$ cat config.mk
export PLATFORM = sky130hd
export DESIGN_NAME = fc_weight_sched_flat
export DESIGN_NICKNAME = d
export VERILOG_FILES = /design/src/rtl/fc_weight_sched_if.sv /design/src/rtl/fc_weight_sched.sv /design/src/flat_wrapper.sv
export SDC_FILE = /design/constraint.sdc
export NUM_CORES = 1
export LEC_CHECK = 0
export ABC_AREA = 1
export CORE_MARGIN = 2
export CORE_UTILIZATION = 28
export DETAILED_ROUTE_END_ITERATION = 8
export PLACE_DENSITY_LB_ADDON = 0.08
export SYNTH_ARGS = -nofsm -noshare
export SYNTH_HDL_FRONTEND = slang
export SYNTH_SLANG_ARGS = --single-unit
$ cat constraint.sdc
create_clock -name clk -period 1.17 [get_ports clk]
set_input_delay 0.234 -clock clk [delete_from_list [all_inputs] [get_ports clk]]
set_output_delay 0.234 -clock clk [all_outputs]
set_load 0.02 [all_outputs]
$ cat src/rtl/fc_weight_sched_if.sv
// ---------------------------------------------------------------------------
// fc_weight_sched_if
//
// Purpose:
//   Bundles the control and datapath strobes exchanged between the
//   fully-connected weight sequencer and its neighbours. These are the
//   layer controller (start/hold/abort/busy/done), the weight memory and
//   weight counter (rd_en/w_idx/in_addr), and the accumulator bank
//   (acc_en/acc_idx/acc_load).
//
// Parameters:
//   MEM_ADDR - width of the weight / accumulator index
//   IN_ADDR  - width of the input activation address
//
// Signals:
//   start    - begin a pass (sampled only while idle)
//   hold     - stall request; freezes the sequencer while it is reading
//   abort    - synchronous cancel of the current pass
//   rd_en    - weight read strobe; also advances the weight counter
//   w_idx    - weight index of the read issued this cycle
//   in_addr  - input activation address of the read issued this cycle
//   acc_en   - accumulator write strobe (rd_en delayed one cycle)
//   acc_idx  - accumulator index (w_idx delayed one cycle)
//   acc_load - with acc_en: load the product instead of adding it
//   busy     - a pass is in progress
//   done     - one-cycle pulse when a pass completes
//
// Modports:
//   master - the side that requests passes and consumes the strobes
//   slave  - the sequencer itself
// ---------------------------------------------------------------------------
interface fc_weight_sched_if #(
  parameter int MEM_ADDR = 4,
  parameter int IN_ADDR  = 4
);

  logic                start;
  logic                hold;
  logic                abort;
  logic                rd_en;
  logic [MEM_ADDR-1:0] w_idx;
  logic [IN_ADDR-1:0]  in_addr;
  logic                acc_en;
  logic [MEM_ADDR-1:0] acc_idx;
  logic                acc_load;
  logic                busy;
  logic                done;

  modport master (
    output start,
    output hold,
    output abort,
    input  rd_en,
    input  w_idx,
    input  in_addr,
    input  acc_en,
    input  acc_idx,
    input  acc_load,
    input  busy,
    input  done
  );

  modport slave (
    input  start,
    input  hold,
    input  abort,
    output rd_en,
    output w_idx,
    output in_addr,
    output acc_en,
    output acc_idx,
    output acc_load,
    output busy,
    output done
  );

endinterface

$ cat src/rtl/fc_weight_sched.sv
// ---------------------------------------------------------------------------
// fc_weight_sched
//
// Purpose:
//   Sequencer for one fully-connected pass. A start pulse makes it walk every
//   (input, output) pair and issue one weight-memory read per cycle. The
//   output index runs fastest, and the input address steps each time the
//   output index wraps. The read strobe and index are delayed by the
//   memory's one-cycle read latency so that they drive the accumulator bank.
//
// Parameters:
//   OUTPUT_NUM - number of output neurons (weight index wraps at OUTPUT_NUM-1)
//   INPUT_NUM  - number of input activations per pass
//   MEM_ADDR   - width of the weight index   (OUTPUT_NUM <= 2**MEM_ADDR)
//   IN_ADDR    - width of the input address  (INPUT_NUM  <= 2**IN_ADDR)
//
// Ports:
//   clk   - single clock, rising-edge
//   reset - asynchronous, active-low reset
//   bus   - fc_weight_sched_if.slave:
//           in : start, hold, abort
//           out: rd_en, w_idx, in_addr, acc_en, acc_idx, acc_load, busy, done
// ---------------------------------------------------------------------------
module fc_weight_sched #(
  parameter int OUTPUT_NUM = 14,
  parameter int INPUT_NUM  = 10,
  parameter int MEM_ADDR   = 4,
  parameter int IN_ADDR    = 4
) (
  input  logic              clk,
  input  logic              reset,
  fc_weight_sched_if.slave  bus
);

  typedef enum logic [1:0] {
    IDLE  = 2'd0,
    RUN   = 2'd1,
    DRAIN = 2'd2,
    DONE  = 2'd3
  } state_t;

  localparam logic [MEM_ADDR-1:0] W_LAST  = MEM_ADDR'(OUTPUT_NUM - 1);
  localparam logic [IN_ADDR-1:0]  IN_LAST = IN_ADDR'(INPUT_NUM - 1);

  state_t              state_q;
  state_t              state_d;

  logic [MEM_ADDR-1:0] w_idx_q;
  logic [MEM_ADDR-1:0] w_idx_d;
  logic [IN_ADDR-1:0]  in_addr_q;
  logic [IN_ADDR-1:0]  in_addr_d;

  logic                acc_en_q;
  logic [MEM_ADDR-1:0] acc_idx_q;
  logic                acc_load_q;

  logic                rd_en_c;
  logic                busy_c;
  logic                done_c;

  logic                last_w;
  logic                last_in;
  logic                last_read;

  // Position flags for the read being issued this cycle. last_read is the
  // final (input, output) pair, which ends the reading phase of the pass.
  assign last_w    = (w_idx_q == W_LAST);
  assign last_in   = (in_addr_q == IN_LAST);
  assign last_read = rd_en_c & last_w & last_in;

  // State register. The asynchronous reset drops the sequencer straight
  // back to IDLE. Every output is derived from IDLE or held in a register
  // that is cleared here, so all outputs go to 0 without waiting for a
  // clock edge.
  always_ff @(posedge clk or negedge reset) begin
    if (!reset) begin
      state_q <= IDLE;
    end else begin
      state_q <= state_d;
    end
  end

  // Next-state logic. abort takes priority over everything, including a
  // start that arrives in the same IDLE cycle. start is looked at only in
  // IDLE, so a pass is never restarted or queued. DRAIN is the cycle in
  // which the last read's accumulator write lands.
  always_comb begin
    state_d = state_q;
    unique case (state_q)
      IDLE: begin
        if (bus.start && !bus.abort) begin
          state_d = RUN;
        end
      end
      RUN: begin
        if (bus.abort) begin
          state_d = IDLE;
        end else if (last_read) begin
          state_d = DRAIN;
        end
      end
      DRAIN: begin
        if (bus.abort) begin
          state_d = IDLE;
        end else begin
          state_d = DONE;
        end
      end
      DONE: begin
        state_d = IDLE;
      end
      default: begin
        state_d = IDLE;
      end
    endcase
  end

  // State-decoded outputs. rd_en is combinational on hold, so a stall takes
  // effect in the same cycle it is asserted. An abort that lands in the
  // DONE cycle suppresses the done pulse, because that pass is being
  // cancelled.
  always_comb begin
    rd_en_c = 1'b0;
    busy_c  = 1'b0;
    done_c  = 1'b0;
    unique case (state_q)
      IDLE: begin
        rd_en_c = 1'b0;
        busy_c  = 1'b0;
      end
      RUN: begin
        rd_en_c = ~bus.hold;
        busy_c  = 1'b1;
      end
      DRAIN: begin
        busy_c  = 1'b1;
      end
      DONE: begin
        busy_c  = 1'b1;
        done_c  = ~bus.abort;
      end
      default: begin
        rd_en_c = 1'b0;
        busy_c  = 1'b0;
        done_c  = 1'b0;
      end
    endcase
  end

  // Index counters. They move only on a read. The output index wraps at
  // OUTPUT_NUM-1 and carries into the input address. The carry is
  // suppressed on the final read, so in_addr never exceeds INPUT_NUM-1.
  // Outside RUN, or on abort, both indices are cleared. This means every
  // pass starts from (0, 0) without needing any extra bookkeeping.
  always_comb begin
    w_idx_d   = w_idx_q;
    in_addr_d = in_addr_q;
    if (state_q != RUN || bus.abort) begin
      w_idx_d   = '0;
      in_addr_d = '0;
    end else if (rd_en_c) begin
      if (last_w) begin
        w_idx_d = '0;
        if (!last_in) begin
          in_addr_d = in_addr_q + IN_ADDR'(1);
        end
      end else begin
        w_idx_d = w_idx_q + MEM_ADDR'(1);
      end
    end
  end

  always_ff @(posedge clk or negedge reset) begin
    if (!reset) begin
      w_idx_q   <= '0;
      in_addr_q <= '0;
    end else begin
      w_idx_q   <= w_idx_d;
      in_addr_q <= in_addr_d;
    end
  end

  // Accumulator delay stage. This register matches the weight memory's
  // one-cycle read latency. It runs every cycle with no stall input, so
  // the read-to-write distance stays exactly one cycle even across hold
  // and abort. acc_load flags the first input, so each accumulator
  // overwrites its stale value instead of needing a separate clear.
  always_ff @(posedge clk or negedge reset) begin
    if (!reset) begin
      acc_en_q   <= 1'b0;
      acc_idx_q  <= '0;
      acc_load_q <= 1'b0;
    end else begin
      acc_en_q   <= rd_en_c;
      acc_idx_q  <= w_idx_q;
      acc_load_q <= rd_en_c & (in_addr_q == '0);
    end
  end

  assign bus.rd_en    = rd_en_c;
  assign bus.w_idx    = w_idx_q;
  assign bus.in_addr  = in_addr_q;
  assign bus.acc_en   = acc_en_q;
  assign bus.acc_idx  = acc_idx_q;
  assign bus.acc_load = acc_load_q;
  assign bus.busy     = busy_c;
  assign bus.done     = done_c;

endmodule

$ cat src/flat_wrapper.sv
// flat-port wrapper written by rule: the top's interface ports become plain ports
module fc_weight_sched_flat 
#(
  parameter int OUTPUT_NUM = 14,
  parameter int INPUT_NUM  = 10,
  parameter int MEM_ADDR   = 4,
  parameter int IN_ADDR    = 4
)
  (clk, reset, bus_start, bus_hold, bus_abort, bus_rd_en, bus_w_idx, bus_in_addr, bus_acc_en, bus_acc_idx, bus_acc_load, bus_busy, bus_done);
  fc_weight_sched_if #(.MEM_ADDR(MEM_ADDR), .IN_ADDR(IN_ADDR)) bus_i ();
  input  logic clk;
  input  logic reset;
  input wire logic [$bits(bus_i.start)-1:0] bus_start;
  input wire logic [$bits(bus_i.hold)-1:0] bus_hold;
  input wire logic [$bits(bus_i.abort)-1:0] bus_abort;
  output wire logic [$bits(bus_i.rd_en)-1:0] bus_rd_en;
  output wire logic [$bits(bus_i.w_idx)-1:0] bus_w_idx;
  output wire logic [$bits(bus_i.in_addr)-1:0] bus_in_addr;
  output wire logic [$bits(bus_i.acc_en)-1:0] bus_acc_en;
  output wire logic [$bits(bus_i.acc_idx)-1:0] bus_acc_idx;
  output wire logic [$bits(bus_i.acc_load)-1:0] bus_acc_load;
  output wire logic [$bits(bus_i.busy)-1:0] bus_busy;
  output wire logic [$bits(bus_i.done)-1:0] bus_done;
  assign bus_i.start = bus_start;
  assign bus_i.hold = bus_hold;
  assign bus_i.abort = bus_abort;
  assign bus_rd_en = bus_i.rd_en;
  assign bus_w_idx = bus_i.w_idx;
  assign bus_in_addr = bus_i.in_addr;
  assign bus_acc_en = bus_i.acc_en;
  assign bus_acc_idx = bus_i.acc_idx;
  assign bus_acc_load = bus_i.acc_load;
  assign bus_busy = bus_i.busy;
  assign bus_done = bus_i.done;
  fc_weight_sched #(.OUTPUT_NUM(OUTPUT_NUM), .INPUT_NUM(INPUT_NUM), .MEM_ADDR(MEM_ADDR), .IN_ADDR(IN_ADDR)) u_core (.clk(clk), .reset(reset), .bus(bus_i));
endmodule
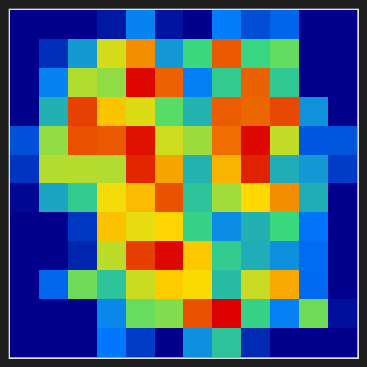
cell_density.png
Drawn at 6 px/um. The die is cut into 12 by 12 equal tiles; dark blue is low, red is high, 0 to 100% covered.
tiles over 75% full	22%
mean over tiles	41%
emptiest ninth of the die	bottom left
fullest tile	100%

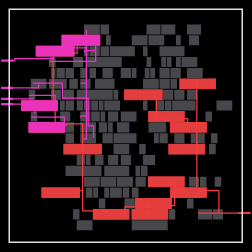
io_fan.png
Drawn at 4 px/um.
color	port	bits	direction	end cells	buffers	wire
magenta	`bus_in_addr`	4	output	4	5	134 um
red	`reset`	1	input	16	2	144 um

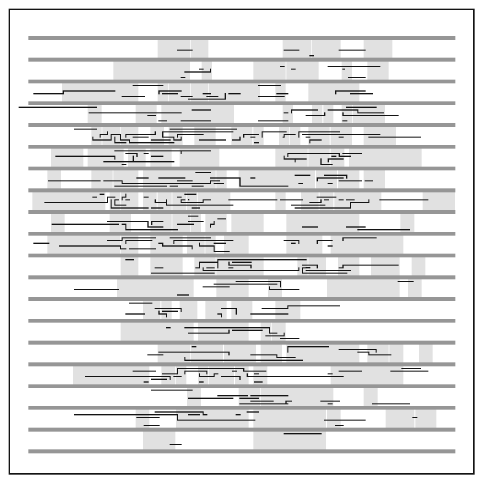
layer_met1.png
Drawn at 8 px/um. Supply wires on this layer in gray. Cells faint in the background.
longest straight run	14.7 um
share of all routed wire	42%
main direction	horizontal
nets with wire on the layer	125

==> flow_results.org <==
#+TITLE: Flow metrics

** Clocking
- Hold repair after CTS inserted 0 buffers.
- TritonCTS built the clock tree.
- Per the CTS log, the buffer count on the longest clock path is 2.
- Cell chosen for the clock root :: sky130_fd_sc_hd__clkbuf_4
- In the CTS report, the clock slew at the register clock pins of the worst setup and hold paths is listed as 0.10 ns.
- Number of clock buffers inserted by TritonCTS :: 3
- Post-CTS Repair Setup Buffers :: 4
- CTS H-Tree Depth :: 1
- The skew report gives the latency at the later pin of the worst-skew pair as just under 0.3 ns.
- TritonCTS reports the number of clock sinks as 16.
- After clock tree synthesis, the repair step resized 86 gates.

** Setup path
- Launch instance of the worst register-to-register path :: u_core.bus.w_idx[1]$_DFFE_PN0P_
- In this run the critical register-to-register path is captured at u_core.bus.in_addr[1]$_DFFE_PN0P_.
- Launching element of the worst setup path :: u_core.state_q[0]$_DFFE_PN0P_
- Path depth of the worst reg2reg path :: 7
- The critical path maximum fanout is 3.
- Critical path endpoint :: bus_rd_en
- CP Capture Type :: primary output
- At the worst endpoint, the arrival time is 1.10 ns.
- The setup check on the worst reg-to-reg path leaves a slack of -0.10 ns.
- Startpoint types :: flop
- The critical path endpoint has a required time of 0.94 ns.
- For reference, the most critical setup path is categorized as flop to primary output.

** Synth
- Ranked by instance count, the synthesized netlist is headed by sky130_fd_sc_hd__nand2_1, sky130_fd_sc_hd__dfrtp_1, sky130_fd_sc_hd__inv_1.
- XORs/XNORs by Area :: 0.0323
- Sequential fraction of the synthesis area :: 0.492
- Share of Yosys cell area claimed by the top area cell type :: 0.492
- Area fraction in full adders, half adders and majority gates :: 0.0769
- Yosys synthesis warning count :: 0
- Among all cell types in the netlist, the one instantiated most often is sky130_fd_sc_hd__nand2_1.
- Per the synthesis report, the AND-OR/OR-AND share of the synthesized area is 0.0615.
- Multiplexer share of the synthesized area :: 0
- Most common flop cell mapped by yosys :: sky130_fd_sc_hd__dfrtp_1
- Largest area contributor in the synthesized netlist :: sky130_fd_sc_hd__dfrtp_1
- Synth Instances :: 89
- Mean Syn Cell Area :: 9.14 um^2
- Cell area leaders :: sky130_fd_sc_hd__dfrtp_1, sky130_fd_sc_hd__nand2_1, sky130_fd_sc_hd__ha_1
- Yosys mapped a number of flops with a built-in enable equal to 0.
- Fraction of the mapped netlist area in simple logic gates :: 0.269
- Mapped Area :: 813 um^2
- Per the synthesis report, the number of distinct cell types is 22.
- For this design, Yosys synthesis ends with a cell count of just under 90.
- Synthesized registers :: 16
- Yosys reported that registers with async set or reset make up 1.00.
- By area, the combinational part of the netlist is dominated by simple AND/OR/NAND/NOR gates.
- The number of nets in the synthesized netlist is 99.
- After synthesis, the chip area reported by Yosys is 813 um^2.

** Final timing
- Setup violations remaining at the end of the flow were counted as 14.
- In the finished design, the share of the clock period the worst path needs comes to 1.14.
- Unrepaired setup endpoints after global routing :: yes
- After layout, the setup clock skew is reported as 0.00370 ns.
- Based on the critical path, the design can be clocked at up to 750 MHz.
- The transition time recorded at the tightest slew-check pin is between 0.2 and 0.25 ns.
- The slew check shows that the tightest pin keeps a relative margin of 0.836.
- In the post-route analysis, the smallest setup slack over all paths is -0.163 ns.
- Count of pins over their slew limit :: 0
- For reference, the final report shows the hold violation count at 0.
- For the finished layout, the period the worst path requires is 1.33 ns.

** Global route
- Maximum number of pins on one net before global-route repair :: 17
- GR Util met1 :: 0.161
- Global router's overall resource usage :: 0.129
- On met3, the global router reports a usage of 0.0379.
- Initial antenna violation count :: 0
- Via count of the first global-routing pass :: about 800
- Global-route wire length before repair :: ~3300 um
- Routing usage on met2 :: 0.196
- Remaining Overflow, GRT :: 0
- Per the GRT log, the top usage layer is met2.

** Finish
- The finished cells cover 1420 um^2.
- Commonest cells after routing, fill and taps aside :: sky130_fd_sc_hd__buf_4, sky130_fd_sc_hd__buf_2, sky130_fd_sc_hd__buf_6
- Per the run report, area growth between synthesis and finish was 74.6%.
- According to the finish report, the design has a final net count of 150.
- Per the final layout report, the fraction of cells sized above drive strength 1 comes to 0.626.
- Post-route core utilization :: 0.515
- The number of antenna diodes in the final layout is 0.

** Power and ir drop
- The script computed the net switching share of total power as 0.306.
- Leakage component of the power :: ~0.71 nW
- The net switching power in the latest report is 0.440 mW.
- The script computed a power per unit cell area of 1010 nW/um^2.
- The power report attributes to the combinational group a share of 0.316.
- Cell-internal power :: 0.997 mW
- The power report attributes to the sequential group a share of 0.426.
- Share of power burned in the clock network :: 0.259

** Floorplan
- Die Area :: 3350 um^2
- The core region is 2760 um^2.
- Cell row count :: 19
- From left edge to right edge, the die measures a little under 60 um.
- Pre-Place Util :: 0.295
- According to the floorplan report, the die height is 57.9 um.

** Status
- Violated checks :: negative setup slack
- The flow ran to the end, but the final reports show violations.

** Detailed routing
- For this block, the initial DRC count from the detailed router was 6.
- For this run, the detailed router's first-pass iteration total came to 4.
- Via total after detailed routing :: 772
- The routed design shows a via density per instance of 4.54.
- Detailed-route wire length :: 2060 um
- In the routed design, unresolved DRC markers number 0.

** Run
- OpenROAD warning count :: 32
- Number of max-cap violations :: 0

** Placed design
- Dpl hpwl :: between 1000 and 1500 um
- Count of port buffers added during placement :: 21
- Gpl congestion :: 0.743
- Post-detailed-placement cell area :: 1230 um^2
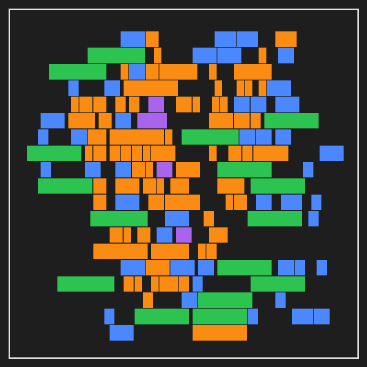
placement_by_type.png
Drawn at 6 px/um.
color	class	cells	share of their area
blue	other buffers and delay cells	46	27%
green	flops	16	29%
purple	clock drivers and dummy loads	4	2.6%
orange	combinational and other logic	73	41%

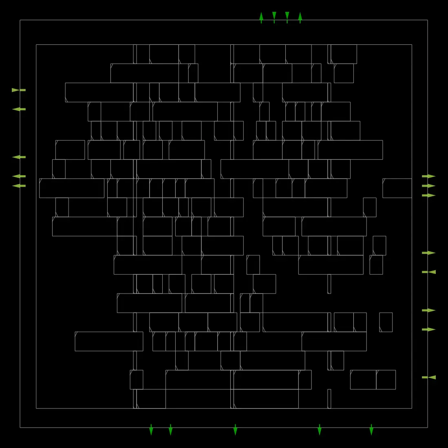
placement.png
flip-flops: 16
flop share of the area: 0.286

-- sequential cells by signal, indices dropped and copies added, names as in the netlist --
signal / count
u_core.state_q: 2
u_core.bus.in_addr: 4
u_core.bus.w_idx: 4
u_core.bus.acc_idx: 4
u_core.bus.acc_en: 1
u_core.bus.acc_load: 1
-- power by group through the flow --
stage | Combinational (mW) | Sequential (mW) | Clock (mW)
final | 0.454 | 0.612 | 0.372
after global routing | 0.497 | 0.615 | 0.425
after CTS | 0.367 | 0.610 | 0.395
after detailed placement | 0.331 | 0.619 | 0
after global placement | 0.333 | 0.618 | 0
after floorplan | 0.133 | 0.648 | 0
-- routing by layer --
metal,share of wire,vias up
li1,-,390
met1,0.42,363
met2,0.51,15
met3,0.055,4
met4,0.013,0
met5,0,-
-- cell type report --
class                   instances  area, um^2
fillers                       247        1340
multi-input cells              59         505
flip-flops and latches         16         407
repair buffers                 46         370
inverters                      14        62.6
well taps                      31        38.8
clock buffers                   4        36.3
-- per-stage QoR --
step | hold WS (ns) | std cells | setup WS, ns | TNS, ns
2_1_floorplan | -0.0616 | 89 | -0.0952 | -0.477
3_3_place_gp | 0.501 | 158 | -0.566 | -3.94
3_5_place_dp | 0.511 | 158 | -0.576 | -3.82
4_1_cts | 0.251 | 165 | -0.183 | -1.26
5_1_grt | 0.271 | 170 | -0.241 | -2.28
6_report | 0.252 | 170 | -0.163 | -1.24
-- worst max-delay path, cell delays in order, from the launching register on --
cell and delay (ns):
sky130_fd_sc_hd__dfrtp_1 0.39, sky130_fd_sc_hd__inv_2 0.08, sky130_fd_sc_hd__nor3_4 0.20, sky130_fd_sc_hd__buf_6 0.14
Power is estimated from default activity; no workload was simulated.
